### config.mk
export PLATFORM = sky130hd
export DESIGN_NAME = usb_nrzi_tx
export DESIGN_NICKNAME = d
export VERILOG_FILES = /design/src/rtl/usb_tx_pkg.sv /design/src/rtl/usb_tx_line_drv.sv /design/src/rtl/usb_nrzi_tx.sv
export SDC_FILE = /design/constraint.sdc
export NUM_CORES = 1
export LEC_CHECK = 0
export CAP_MARGIN = 20
export CORE_MARGIN = 4
export CORE_UTILIZATION = 36
export CTS_BUF_LIST = sky130_fd_sc_hd__clkbuf_8 sky130_fd_sc_hd__clkbuf_16
export CTS_CLUSTER_SIZE = 12
export DETAILED_ROUTE_END_ITERATION = 12
export HOLD_SLACK_MARGIN = 0.15
export PLACE_DENSITY = 0.67
export RECOVER_POWER = 50
export SYNTH_ARGS = -nofsm -noshare
export SYNTH_HDL_FRONTEND = slang
export SYNTH_SLANG_ARGS = --single-unit
### constraint.sdc
create_clock -name clk -period 3.16 [get_ports clk]
set_clock_uncertainty 0.2 [all_clocks]
set_input_delay 0.474 -clock clk [delete_from_list [all_inputs] [get_ports clk]]
set_output_delay 0.474 -clock clk [all_outputs]
set_load 0.03 [all_outputs]
### src/rtl/usb_tx_pkg.sv
// Shared types and constants for the USB NRZI transmit encoder.
// Line pairs are {dp, dm}.
package usb_tx_pkg;

  typedef enum logic [2:0] {
    S_IDLE,
    S_SYNC,
    S_DATA,
    S_STUFF,
    S_EOP_SE0,
    S_EOP_J
  } state_e;

  localparam logic [1:0] LINE_J   = 2'b10;
  localparam logic [1:0] LINE_K   = 2'b01;
  localparam logic [1:0] LINE_SE0 = 2'b00;

  localparam int SYNC_BITS_DEF    = 8;
  localparam int STUFF_LEN_DEF    = 6;
  localparam int EOP_SE0_BITS_DEF = 2;

  typedef struct packed {
    logic open;
    logic emit;
    logic nrz;
    logic se0;
    logic close;
  } line_cmd_t;

endpackage

### src/rtl/usb_tx_line_drv.sv
// Line driver: NRZI level register plus registered dp/dm/oe.
// Commands are one-hot per cycle; no command holds the line.
module usb_tx_line_drv
  import usb_tx_pkg::*;
(
  input  logic      clk,
  input  logic      rst_n,
  input  line_cmd_t cmd,
  output logic      dp,
  output logic      dm,
  output logic      oe
);

  logic       lvl_q, lvl_d;
  logic [1:0] line_q, line_d;
  logic       oe_q, oe_d;
  logic       nxt;

  always_comb begin
    lvl_d  = lvl_q;
    line_d = line_q;
    oe_d   = oe_q;
    nxt    = cmd.nrz ? lvl_q : ~lvl_q;
    unique case (1'b1)
      cmd.open: begin
        lvl_d  = 1'b1;
        line_d = LINE_J;
        oe_d   = 1'b1;
      end
      cmd.emit: begin
        lvl_d  = nxt;
        line_d = nxt ? LINE_J : LINE_K;
      end
      cmd.se0: line_d = LINE_SE0;
      cmd.close: begin
        lvl_d  = 1'b1;
        line_d = LINE_J;
        oe_d   = 1'b0;
      end
      default: ;
    endcase
  end

  always_ff @(posedge clk or negedge rst_n) begin
    if (!rst_n) begin
      lvl_q  <= 1'b1;
      line_q <= LINE_J;
      oe_q   <= 1'b0;
    end else begin
      lvl_q  <= lvl_d;
      line_q <= line_d;
      oe_q   <= oe_d;
    end
  end

  assign dp = line_q[1];
  assign dm = line_q[0];
  assign oe = oe_q;

endmodule

### src/rtl/usb_nrzi_tx.sv
// USB transmit encoder: SYNC, payload, EOP, NRZI line drive.
// Bit stuffing is built only with USB_TX_BITSTUFF_EN defined.
module usb_nrzi_tx
  import usb_tx_pkg::*;
#(
  parameter int SYNC_BITS    = SYNC_BITS_DEF,
  parameter int STUFF_LEN    = STUFF_LEN_DEF,
  parameter int EOP_SE0_BITS = EOP_SE0_BITS_DEF
) (
  input  logic clk,
  input  logic rst_n,
  input  logic tick,
  input  logic start,
  input  logic bit_in,
  input  logic bit_valid,
  input  logic bit_last,
  output logic bit_ready,
  output logic dp,
  output logic dm,
  output logic oe,
  output logic busy,
  output logic done,
  output logic underrun
);

  localparam int MAXC =
    (SYNC_BITS > EOP_SE0_BITS) ? SYNC_BITS : EOP_SE0_BITS;
  localparam int CW = $clog2(MAXC + 1);

  if (SYNC_BITS < 2 || STUFF_LEN < 1 || EOP_SE0_BITS < 1)
  begin : g_bad_param
    $error("usb_nrzi_tx: illegal parameter value");
  end

  state_e        state_q, state_d;
  logic [CW-1:0] cnt_q, cnt_d;
  logic          done_q, done_d;
  logic          und_q, und_d;
  line_cmd_t     cmd;

`ifdef USB_TX_BITSTUFF_EN
  localparam int OW = $clog2(STUFF_LEN + 1);
  logic [OW-1:0] ones_q, ones_d;
  state_e        ret_q, ret_d;
`endif

  always_ff @(posedge clk or negedge rst_n) begin
    if (!rst_n) begin
      state_q <= S_IDLE;
      cnt_q   <= '0;
      done_q  <= 1'b0;
      und_q   <= 1'b0;
`ifdef USB_TX_BITSTUFF_EN
      ones_q  <= '0;
      ret_q   <= S_DATA;
`endif
    end else begin
      state_q <= state_d;
      cnt_q   <= cnt_d;
      done_q  <= done_d;
      und_q   <= und_d;
`ifdef USB_TX_BITSTUFF_EN
      ones_q  <= ones_d;
      ret_q   <= ret_d;
`endif
    end
  end

  always_comb begin
    state_d = state_q;
    cnt_d   = cnt_q;
    done_d  = 1'b0;
    und_d   = 1'b0;
`ifdef USB_TX_BITSTUFF_EN
    ret_d   = ret_q;
    ones_d  = ones_q;
    if (cmd.emit)
      ones_d = cmd.nrz ? ones_q + OW'(1) : '0;
`endif
    unique case (state_q)
      S_IDLE: if (start) begin
        state_d = S_SYNC;
        cnt_d   = '0;
`ifdef USB_TX_BITSTUFF_EN
        ones_d  = '0;
`endif
      end
      S_SYNC: if (tick) begin
        if (cnt_q == CW'(SYNC_BITS - 1)) begin
          state_d = S_DATA;
          cnt_d   = '0;
        end else begin
          cnt_d = cnt_q + CW'(1);
        end
      end
      S_DATA: if (tick) begin
        if (!bit_valid) begin
          und_d   = 1'b1;
          state_d = S_EOP_SE0;
`ifdef USB_TX_BITSTUFF_EN
        end else if (bit_in &&
                     ones_q == OW'(STUFF_LEN - 1)) begin
          state_d = S_STUFF;
          ret_d   = bit_last ? S_EOP_SE0 : S_DATA;
`endif
        end else if (bit_last) begin
          state_d = S_EOP_SE0;
        end
      end
`ifdef USB_TX_BITSTUFF_EN
      S_STUFF: if (tick) state_d = ret_q;
`endif
      S_EOP_SE0: if (tick) begin
        if (cnt_q == CW'(EOP_SE0_BITS - 1)) begin
          state_d = S_EOP_J;
          cnt_d   = '0;
        end else begin
          cnt_d = cnt_q + CW'(1);
        end
      end
      S_EOP_J: if (tick) begin
        state_d = S_IDLE;
        done_d  = 1'b1;
      end
      default: state_d = S_IDLE;
    endcase
  end

  always_comb begin
    cmd       = '0;
    bit_ready = 1'b0;
    unique case (state_q)
      S_IDLE: cmd.open = start;
      S_SYNC: begin
        cmd.emit = tick;
        cmd.nrz  = (cnt_q == CW'(SYNC_BITS - 1));
      end
      S_DATA: begin
        bit_ready = tick;
        cmd.emit  = tick & bit_valid;
        cmd.nrz   = bit_in;
      end
`ifdef USB_TX_BITSTUFF_EN
      S_STUFF: cmd.emit = tick;
`endif
      S_EOP_SE0: cmd.se0 = tick;
      S_EOP_J: cmd.close = tick;
      default: ;
    endcase
  end

  assign busy     = (state_q != S_IDLE);
  assign done     = done_q;
  assign underrun = und_q;

  usb_tx_line_drv u_line (
    .clk  (clk),
    .rst_n(rst_n),
    .cmd  (cmd),
    .dp   (dp),
    .dm   (dm),
    .oe   (oe)
  );

endmodule

Run 1, gate-type map:
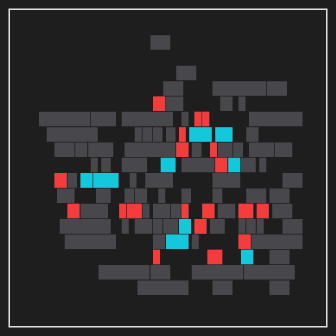
color	family	cells
red	nand cells	19
cyan	and/or cells	9

Run 1, clock routing:
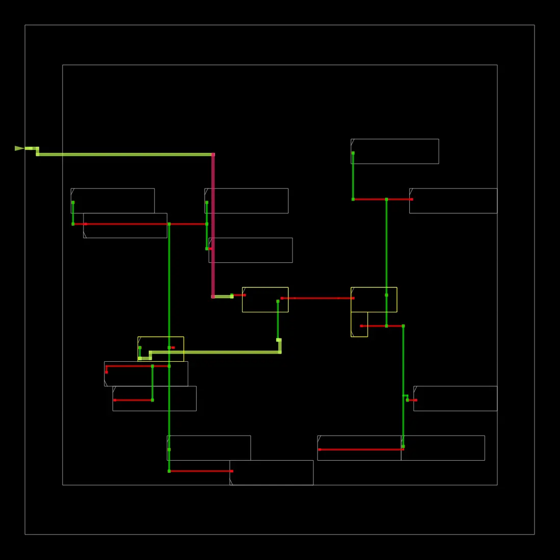
TritonCTS sink count: 13
clock buffer instance count of the final layout: 3
clock latency of the later-clocked register in the worst-skew pair: 240 ps
layout sequential cell count: 13

==> git commit body, run 1 <==
Refresh implementation metrics

* Outcome: complete, no violations
- Worst setup path startpoint: tick
- The internal portion of the total power is 0.482 mW.
- Global route overflow: 0
- The worst register-to-register path has a depth of 5.
- Relative contribution of the clock network to total power: 18.7%
- In this run the post-CTS setup repair buffer count came out at 0.
* Area growth from synthesis to layout: 23.0%
- TritonCTS clock tree: yes
- Following the worst setup path forward leads to its endpoint at bit_ready.
- Per the timing report, the most critical flop-to-flop path originates at state_q[1].
* Min-Delay Startpoint: u_line.line_q[1]
* Worst setup EP type: output pin
* CTS Hold Bufs: 0
* Final critical-path required period: 2750 ps
- According to the report, the first pass of detailed routing completed in 4 iterations.
- The number of antenna diodes in the final layout is 0.
- Of the total synthesized cell area, the portion taken by AND, OR, NAND and NOR gates is 26.9%.
* Reg2reg setup slack: 1220 ps
- The die covers 0.00314 mm^2.
* Post-route fraction of the period consumed by the critical path: 86.9%
* Number of pins exceeding their max-slew limit in the final report: 0
* Synth Net Count: 99
- During placement, the flow inserted port buffers numbering 13.
- By area, the combinational part of the netlist is dominated by simple AND/OR/NAND/NOR gates.
* Power per cell area: 771 mW/mm^2
- Once placement completed, the tool counted placed cells totaling 128.
- Across all layers, the routed design uses 700 vias.
- Remaining number of nets flagged by the antenna check after routing: 0
* Combinational fraction of design power: 43.4%
- Of the cells placed in the final design, the portion with a size suffix greater than 1 is 15.4%.
- Aggregate negative setup slack: 0 ps
- The number of gates resized after CTS was 0.
- Synth area leader: dfrtp_1
- In this run the critical register-to-register path is captured at u_line.line_q[0].
- Class of the most critical hold timing path: flip-flop to flip-flop
- Synth Flop Type: dfrtp_1
- The path with the worst hold slack has its endpoint at u_line.line_q[1].
* Setup violators final: 0
* Seq pwr share: 37.8%
- Yosys cell count: 90
- The highest supply drop recorded on VDD is 0.410 mV.
* Global-route usage over all layers: 12.4%
- Yosys reported that registers with async set or reset make up 100%.
- Sort of element at the start of the critical path: input port
- Clock tree buffer depth: 2
- The initial antenna violation count is 0.
- STA puts the critical path data arrival time at 2070 ps.
* Tool warnings: 27
- Synth Area per Inst: 9.24 um^2
- Synth Seq Share: 39.4%
- Yosys reports that the most numerous cell types are 11 x dfrtp_1, 10 x nor2_1, 9 x nand2b_1, 7 x nand2_1, 6 x o21ai_0.
* Max_slew headroom: 58.2%
- Root buffer cell: clkbuf_8
- Per-cell via count in the routed design: 5.30
- Synth top cell by count: dfrtp_1
* Total wirelength of the detailed-routed design: 1760 um
- From bottom edge to top edge, the die measures 56.1 um.
- The horizontal die dimension reported for this design is 56.1 um.
- Setup repair after global routing left no endpoint under its margin.
* Chip area line of the yosys report: 832 um^2
* Final hold vios: 0
- The synthesized netlist devotes 3.01% of its cell area to adder and majority cells.
- Cell Type Count: 38
* DP Wirelength: 1310 um
- Largest cells by area after synthesis: dfrtp_1 33%, nand2b_1 6.8%, dfstp_2 6.3%, nor2_1 4.5%, o21ai_0 3.6%
- Crit Path Category: input port to output pin
- On the worst setup and hold paths after CTS, the clock-pin slew comes to 50 ps.
* Static Leak: 0.420 nW
- Post-synthesis instance total: 90
* Via count of the first global-routing pass: 671
* Number of enable flip-flop cells: 0
- Number of nets in the finished design: 114
- Along the worst path, the maximum fanout reaches 7.
- The required time at the worst endpoint is listed as 2490 ps.
- The count of cells in the finished layout, fillers not included, comes to 132.
- Yosys printed 0 warnings.
* Number of maximum-capacitance constraint violations: 0
- Static timing analysis puts the maximum clock frequency at 0.364 GHz.
- The floorplan step records an initial core utilization of 37.6%.
- Detailed Route Iter0 Violations: 9
- Per the CTS log, the maximum H-tree level is 1.
* Sw Pwr: 0.308 mW
- Synthesized-area fraction occupied by ao, oa, aoi and oai cells: 25.1%
- 14 I/O pins were placed.
* Transition at the pin with the smallest max-transition slack: 625 ps
* Netlist area before placement: 832 um^2
- The share of synthesized area in the top cell type comes to 33.1%.
- Largest net degree at the start of global routing: 17
- Clock tree synthesis inserted a total of 3 buffers.
- First-pass GRT wire length: 2970 um
- Per the gpl log, the routability congestion estimate is 0.802.
* Number of standard-cell rows in the floorplan: 17
* Synth Register Bits: 13
Run 1, met1 routing:
Supply wires on this layer in gray.
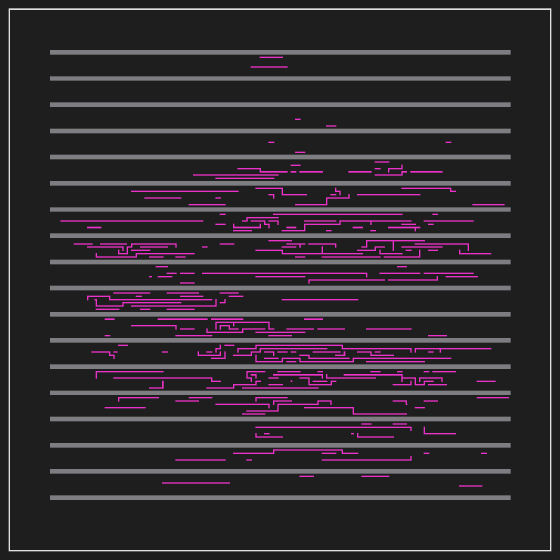
main direction	horizontal
nets with wire on the layer	102
wire length on this layer	755 um
longest straight run	17.0 um
share of all routed wire	43%

## run 1: worst max-delay path, stage by stage
cell	delay (ps)
dlygate4sd3_1	660
nand2b_1	150
nor2_1	110
clkdlybuf4s50_1	670
## run 1: sequential cells by signal (all words and copies together) (netlist names)
register	cells
u_line.lvl_q	1
done	1
state_q	3
u_line.line_q	2
underrun	1
cnt_q	4
u_line.oe	1
## run 1: metrics by stage
stage | setup slack, ps | cell area, um^2 | hold WS, ps | power (mW) | utilization [%]
after floorplan | 1310 | 832 | -21.6 | 0.556 | -
after global placement | 519 | 977 | 295 | 0.635 | 44.2
after detailed placement | 484 | 977 | 293 | 0.647 | 44.2
after CTS | 482 | 1020 | 302 | 0.803 | 46.3
after global routing | 340 | 1020 | 329 | 0.855 | 46.3
final | 413 | 1020 | 297 | 0.790 | 46.3
## run 1: cell type report
class	instances	area (um^2)
Fill cell	218	1190
Multi-Input combinational cell	72	477
Sequential cell	13	328
Timing Repair Buffer	13	130
Clock buffer	3	41.3
Tap cell	28	35.0
Inverter	2	7.51
Clock inverter	1	5.00
## run 1: cells by family after synthesis
family,after synthesis
flops,13
compound gates,29
fa+ha+maj,2
mux,1
xor+xnor,1
simple gates,39
buf+inv,5
## run 1: metal layers
metal	track usage (%)	wire length [um]	up-vias
met5	0	0	-
met4	4.07	15	0
met3	5.34	104	2
met2	20.9	890	15
met1	13.9	754	327
li1	-	-	356
## run 1: power groups by stage
stage / Combinational [mW] / Clock (mW) / Sequential, mW
floorplan: 0.253 / 0 / 0.303
global placement: 0.336 / 0 / 0.299
detailed placement: 0.345 / 0 / 0.302
CTS: 0.348 / 0.155 / 0.300
global route: 0.376 / 0.167 / 0.312
finish: 0.343 / 0.148 / 0.299
Run 1, sequential cells grouped by signal name:
Other sequential cells in the stronger gray, the rest of the logic in the fainter gray.
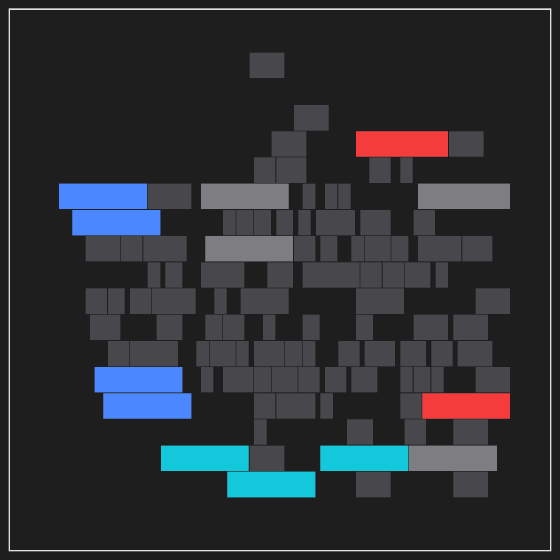

==> run 2, diff against run 1 <==
PLACE_DENSITY = 0.61   (was 0.67)
Run 2, sequential cells grouped by signal name:
Other sequential cells in the stronger gray, the rest of the logic in the fainter gray.
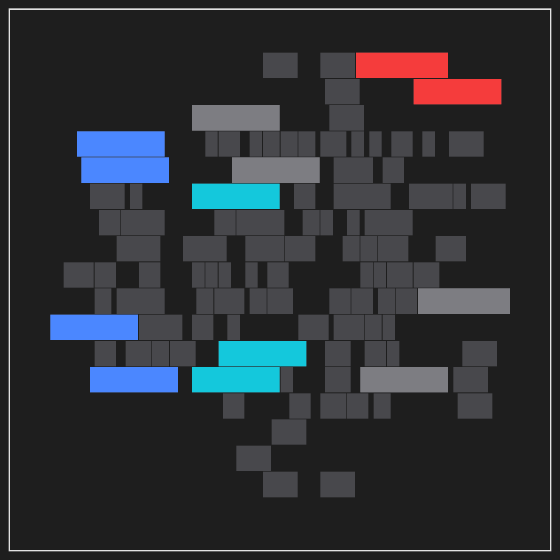
color	signal	sequential cells
red	`u_line.line_q`	2
blue	`cnt_q`	4
cyan	`state_q`	3
not colored	4

==> git commit body, run 2 <==
Refresh implementation metrics

- The flow ran to the end, and the final reports show no timing, DRC or antenna violations.
- Drc violations: 0
* Setup violators final: 0
- Router iterations before antenna repair: 3
- Die extent in y: 56.1 um
- Before CTS, the worst setup slack after placement is 457 ps.
- Yosys cell count: 90
* Crit Path Category: input port to output pin
- The count of nets left with antenna violations once routing finished came out at 0.
- The library cells used most frequently in the layout, excluding fill and tap cells, are 11 x dfrtp_1, 11 x clkdlybuf4s50_1, 10 x nor2_1.
- Area growth from synthesis to layout: 23.0%
- The HPWL after detailed placement is 1210 um.
- Class of the most critical hold timing path: flip-flop to flip-flop
- Static Leak: 0.420 nW
- Setup repair after global routing left no endpoint under its margin.
- Per the repair_timing log after CTS, setup buffers inserted total 0.
- The most common cell in the synthesized netlist is dfrtp_1.
- Sort of element at the start of the critical path: input port
* Flip-flop count of the largest register after layout: 4
* Max_slew headroom: 58.9%
- For this block, wires on met1 add up to 784 um.
- Transition at the pin with the smallest max-transition slack: 615 ps
- Synth Area per Inst: 9.24 um^2
- Once the clock tree was built, the resizer swapped 0 gates to a different size.
- Largest registers in the final layout: cnt_q: 4 flops, state_q: 3 flops, u_line.line_q: 2 flops
- First-pass GRT wire length: 3170 um
* CTS Hold Bufs: 0
- Highest achievable clock rate: 0.361 GHz
* Worst Setup Slack, final: 387 ps
- Among all flip-flop cells after synthesis, the most frequent one is dfrtp_1.
- Global-route usage over all layers: 12.7%
* Horizontal die dimension: 56.1 um
* Count of synthesis-stage warnings from yosys: 0
* WP data required: 2490 ps
- Summing all flip-flop and latch instances after layout gives 328 um^2.
- GR Util met3: 5.10%
* Adder-cell share of the synthesized area: 3.01%
- The initialized floorplan defines 17 standard-cell rows.
- In the synthesis report, Yosys lists the chip area as 832 um^2.
- STA classifies the critical path endpoint as an output pin.
* Endpoint arrival time on the critical path: 2100 ps
- The synthesized netlist contains 38 unique library cells.
- Via count of the first global-routing pass: 691
* Combined area of the multi-input logic cells: 477 um^2
* Number of input and output port buffers inserted: 13
- In this run the tools logged warnings totalling 27.
- Per the GRT log, the top usage layer is met2.
* Register with the most flip-flops: cnt_q
- Clock-pin slew on the worst setup and hold paths: 60 ps
* Per-cell via count in the routed design: 5.20
* Post-synthesis instance total: 90
* Routed length on met3: 79 um
- Per the final report, max-transition violations number 0.
- Synth Seq Share: 39.4%
* Largest net degree at the start of global routing: 17
- Dividing total power by cell area gives a power density of 779 mW/mm^2.
- Main combinational cell family by area after synthesis: simple AND/OR/NAND/NOR gates
* Deepest level of the CTS H-tree: 1
- The overall die size recorded for this design is 0.00314 mm^2.
- Root buffer cell: clkbuf_8
- Per the placement report, the placed cell count is 128.
- I/O Pins: 14
* RePlAce Congestion: 0.783
- met1 track demand over resource after global routing is 15.7%.
- 0 antenna diodes ended up in the layout.
* Synthesized-area fraction occupied by ao, oa, aoi and oai cells: 25.1%
- Of the post-synthesis cell area, the dominant cell type holds 33.1%.
- Counting I/O delays and the setup requirement, the final critical path takes 2770 ps.
* Number of nets in the finished design: 114
- The clock reaches the later pin of the worst-skew pair after 250 ps.
- After routing, the total negative slack on setup checks comes to 0 ps.
* Worst-case vdd ir drop: 0.465 mV
* Share of synthesized cell area in and, or, nand and nor gates: 26.9%
- Global route overflow: 0
* Total wirelength of the detailed-routed design: 1730 um
* Synth Register Bits: 13
* Number of standard cells in the layout, taps in and fillers out: 132
- Final hold vios: 0
- Detailed routing inserted a total of 686 vias.
- Largest cells by area after synthesis: dfrtp_1 33%, nand2b_1 6.8%, dfstp_2 6.3%, nor2_1 4.5%, o21ai_0 3.6%
* TritonCTS clock tree: yes
- Uppermost signal routing layer after detailed routing: met3
- Number of buffers added by the clock tree synthesis step: 3
* Number of filler instances in the final layout: 234
- dfrtp_1 takes more of the synthesized area than any other cell.
- The worst path uses 87.7% of the clock period.
* Overall power after layout: 0.798 mW
* Initial antenna violation count: 0
- CTS saw 13 sinks.
* Most common library cells after synthesis: 11 x dfrtp_1, 10 x nor2_1, 9 x nand2b_1, 7 x nand2_1, 6 x o21ai_0
Run 2, met1 routing:
Supply wires on this layer in gray.
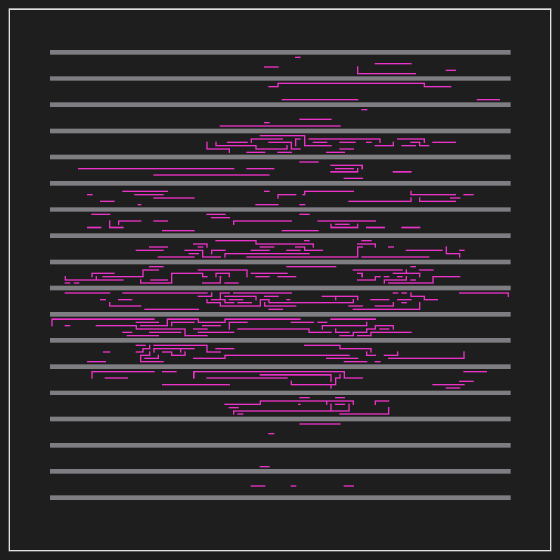
nets with wire on the layer	98
longest straight run	16.1 um

## run 2: cell counts after synthesis
No cell type changed its count.
## run 2: critical path, stage by stage
cell,delay (ps)
dlygate4sd3_1,690
nand2b_1,150
nor2_1,110
clkdlybuf4s50_1,670
## run 2: area by class of cell
class                           count  share of cell area, %
Multi-Input combinational cell     72                   46.6
Inverter                            2                  0.733
Clock buffer                        3                   4.03
Tap cell                           28                   3.42
Timing Repair Buffer               13                   12.7
Sequential cell                    13                   32.0
Clock inverter                      1                  0.489
## run 2: cells by family (layout without fill, tap and decap cells)
group,Yosys count,count (layout)
AND/OR/NAND/NOR,39,39
AND-OR/OR-AND,29,29
flip-flops,13,13
buffers and inverters,5,19
adder cells (fa/ha/maj),2,2
XOR/XNOR,1,1
multiplexers,1,1
## run 2: per-stage QoR
stage / instance area (um^2) / util (%) / hold slack (ps)
2_1_floorplan: 832 / - / -21.6
3_3_place_gp: 977 / 44.2 / 291
3_5_place_dp: 977 / 44.2 / 301
4_1_cts: 1020 / 46.3 / 310
5_1_grt: 1020 / 46.3 / 357
6_report: 1020 / 46.3 / 308
## run 2: report_power, final
group          internal, mW  switching, mW  leakage (nW)
sequential            0.229         0.0722         0.158
combinational         0.165          0.174         0.236
clock                0.0874         0.0702        0.0255
## run 2: final timing paths
kind                                       start                to  slack (ps)  depth (start not counted)
worst max-delay path                        tick         bit_ready         390                          4
worst min-delay path            u_line.line_q[1]  u_line.line_q[1]         310                          2
worst max register to register        state_q[1]        state_q[0]        1220                          5
worst min register to register  u_line.line_q[1]  u_line.line_q[1]         310                          2
max in group asynchronous                  rst_n          cnt_q[3]        1890                          1
min in group asynchronous                  rst_n          underrun         470                          1
==> run 3, diff against run 2 <==
CTS_CLUSTER_SIZE = unset   (was 12)
TNS_END_PERCENT = 20   (was unset)
Run 3, clock routing:
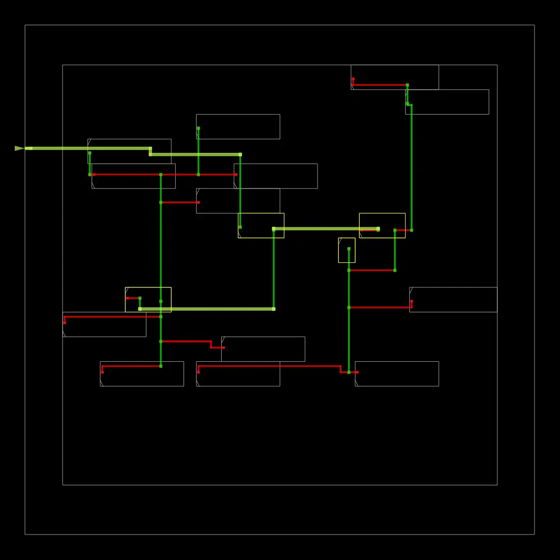
clock latency of the later-clocked register in the worst-skew pair: 250 ps
number of buffers added by the clock tree synthesis step: 3
clock group total power: 0.158 mW

Run 3, gate-type map:
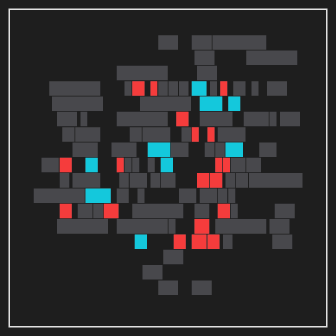
number of standard cells in the layout, taps in and fillers out: 132
multi-input logic portion of the cell area: 46.6%

==> git commit body, run 3 <==
Refresh implementation metrics

- The flow ran to the end, and the final reports show no timing, DRC or antenna violations.
- The critical path goes through dlygate4sd3_1 > nand2b_1 > nor2_1 > clkdlybuf4s50_1.
- In this run, synthesis inferred 0 flip-flops with an integrated enable.
- Sorting the Yosys area breakdown by cell type puts at the top dfrtp_1.
- The worst hold path belongs to the class flip-flop to flip-flop.
- Entering global routing, the biggest net connects 17 pins.
* Core occupancy in the finished layout: 46.3%
- Max_slew headroom: 58.9%
- The count of buffers added on input and output ports is 13.
- The synth_stat.txt file lists the number of cells as 90.
- The routed design shows a wire length per standard cell of 13.1 um.
* Share of final-layout standard cells stronger than drive strength 1: 15.4%
* Share of synthesized cell area in and, or, nand and nor gates: 26.9%
* Highest achievable clock rate: 0.361 GHz
* Post-synthesis instance total: 90
- Antenna Diode Count: 0
- The first detailed-routing pass took 3 iterations.
- Final hold vios: 0
- The synthesized design contains 13 register bits.
- After synthesis, flip-flops and latches occupy 39.4% of the total area.
* Worst setup EP type: output pin
* Crit-path max FO: 7
- Cell Type Count: 38
- Number of maximum-capacitance constraint violations: 0
* RePlAce Congestion: 0.783
- Family with the most delay on the worst path: buffers and inverters
* Highest-delay cell along the critical path: dlygate4sd3_1
- Final critical-path required period: 2770 ps
- Counting every net in the synthesized netlist gives 99.
* Worst setup slack before clock tree synthesis: 457 ps
- The largest registers in the layout are cnt_q: 4 flops, state_q: 3 flops, u_line.line_q: 2 flops.
* CTS Hold Bufs: 0
* Flip-flop count of the largest register after layout: 4
- Async set or reset register ratio after synthesis: 100%
* I/O Pins: 14
- TritonCTS clock tree: yes
- Deepest level of the CTS H-tree: 1
- Tool warnings: 27
- Overall power after layout: 0.798 mW
- Area leader share: 33.1%
* Number of nets in the finished design: 114
* Critical path buffers and inverters: 2
* Area growth from synthesis to layout: 23.0%
- The sequential cells in the finished layout cover a total of 328 um^2.
- The number of global-route vias before repair came to 691.
* Starting utilization of the core area: 37.6%
* Largest incremental delay on the critical path: 690 ps
- Worst-case vdd ir drop: 0.465 mV
- After clock tree synthesis, the clock-pin slew on the worst setup and hold paths is 60 ps.
* TritonCTS sink count: 13
- The largest register by flop count is cnt_q.
- Count of synthesis-stage warnings from yosys: 0
- The transition time recorded at the tightest slew-check pin is 615 ps.
- The stat command in Yosys gives a chip area of 832 um^2.
- For this run, the final setup violation count is recorded as 0.
- Most common library cells after synthesis: 11 x dfrtp_1, 10 x nor2_1, 9 x nand2b_1, 7 x nand2_1, 6 x o21ai_0
- After global routing the overflow that remains totals 0.
- Detailed routing inserted a total of 686 vias.
- The global routing report lists combined usage of all routing layers as 12.7%.
- For this block, the initial DRC count from the detailed router was 4.
- Post-route fraction of the period consumed by the critical path: 87.7%
* Combined area of the multi-input logic cells: 477 um^2
- Synth Area per Inst: 9.24 um^2
- Post CTS Setup Buffer Count: 0
* Commonest cells after routing, fill and taps aside: 11 x dfrtp_1, 11 x clkdlybuf4s50_1, 10 x nor2_1
* WP data required: 2490 ps
- Cts repair resizes: 0
* Crit Path Category: input port to output pin
- Per the summary, power density relative to cell area is 779 mW/mm^2.
- Clock tree buffer depth: 2
- Post-route standard cell area excluding fillers: 0.00102 mm^2
- Instance count after placement with tap cells included: 128
* Mux frac, synth: 1.20%
- Synth top cell by count: dfrtp_1
- The floorplan step set the die width to 56.1 um.
- The synthesized netlist devotes 1.05% of its cell area to XOR and XNOR gates.
* DP Wirelength: 1210 um
* Core area: 0.00221 mm^2
- The layout has 234 filler cells.
- The wire length recorded after detailed routing is 1730 um.
* Per-cell via count in the routed design: 5.20
- Die extent in y: 56.1 um
- Synth Flop Type: dfrtp_1
- Number of pins exceeding their max-slew limit in the final report: 0
- Full die area: 0.00314 mm^2
* First-pass GRT wire length: 3170 um
- Summed over all cells, the static leakage comes to 0.420 nW.
- Adder-cell share of the synthesized area: 3.01%
* Netlist area before placement: 832 um^2
- Largest cells by area after synthesis: dfrtp_1 33%, nand2b_1 6.8%, dfstp_2 6.3%, nor2_1 4.5%, o21ai_0 3.6%
- Final hold analysis gives a worst-case slack of 308 ps.
- Per the post-route antenna check, the number of violating nets is 0.
- The script parses the final routing iteration and logs DRC violations as 0.
* Root buffer cell: clkbuf_8
* Total cell area at the placement stage: 977 um^2
- Number of standard-cell rows in the floorplan: 17
- Setup repair after global routing left no endpoint under its margin.
- Sort of element at the start of the critical path: input port
- Endpoint arrival time on the critical path: 2100 ps
- Setup slack closes at 387 ps.
- Main combinational cell family by area after synthesis: simple AND/OR/NAND/NOR gates
* Initial antenna violation count: 0
- Of the total synthesized cell area, the portion taken by AND-OR and OR-AND cells is 25.1%.
- Aggregate negative setup slack: 0 ps
## run 3: cell counts after synthesis
No cell type changed its count.
## run 3: area by class of cell
cell class,instances,area share [%]
multi-input cells,72,46.6
clock inverters,1,0.489
inverters,2,0.733
repair buffers,13,12.7
flip-flops and latches,13,32.0
clock buffers,3,4.03
well taps,28,3.42
## run 3: report_power, final
part | total [mW] | leakage (nW) | switching [mW] | internal, mW
Clock | 0.158 | 0.0255 | 0.0702 | 0.0874
Sequential | 0.301 | 0.158 | 0.0722 | 0.229
Combinational | 0.339 | 0.236 | 0.174 | 0.165
Total | 0.798 | 0.420 | 0.317 | 0.481
## run 3: logic make-up (layout without fill, tap and decap cells)
logic type                 Yosys count  in the layout
xor gates and xnor gates             1              1
muxes                                1              1
adders and majority gates            2              2
and+or+nand+nor                     39             39
AOI/OAI and AO/OA                   29             29
buffers and inverters                5             19
DFF                                 13             13
## run 3: path summary, 6_finish.rpt
path	end	from	slack [ps]	cells after the start
min in group asynchronous	underrun	rst_n	470	1
min reg2reg	u_line.line_q[1]	u_line.line_q[1]	310	2
max in group asynchronous	cnt_q[3]	rst_n	1890	1
max	bit_ready	tick	390	4
max reg2reg	state_q[0]	state_q[1]	1220	5
min	u_line.line_q[1]	u_line.line_q[1]	310	2
## run 3: layer usage
layer / GRT usage (%) / vias up / part of all wire (%)
met1: 15.7 / 324 / 45
met2: 20.7 / 10 / 50
met4: 3.05 / 0 / 0
met5: 0 / - / 0
li1: - / 352 / -
met3: 5.10 / 0 / 4.6
## run 3: tightest hold or removal path, stage by stage (launching register included)
cell	delay [ps]
dfstp_2	370
nor2_1	90
a31oi_1	50
Power and IR drop assume default switching activity.
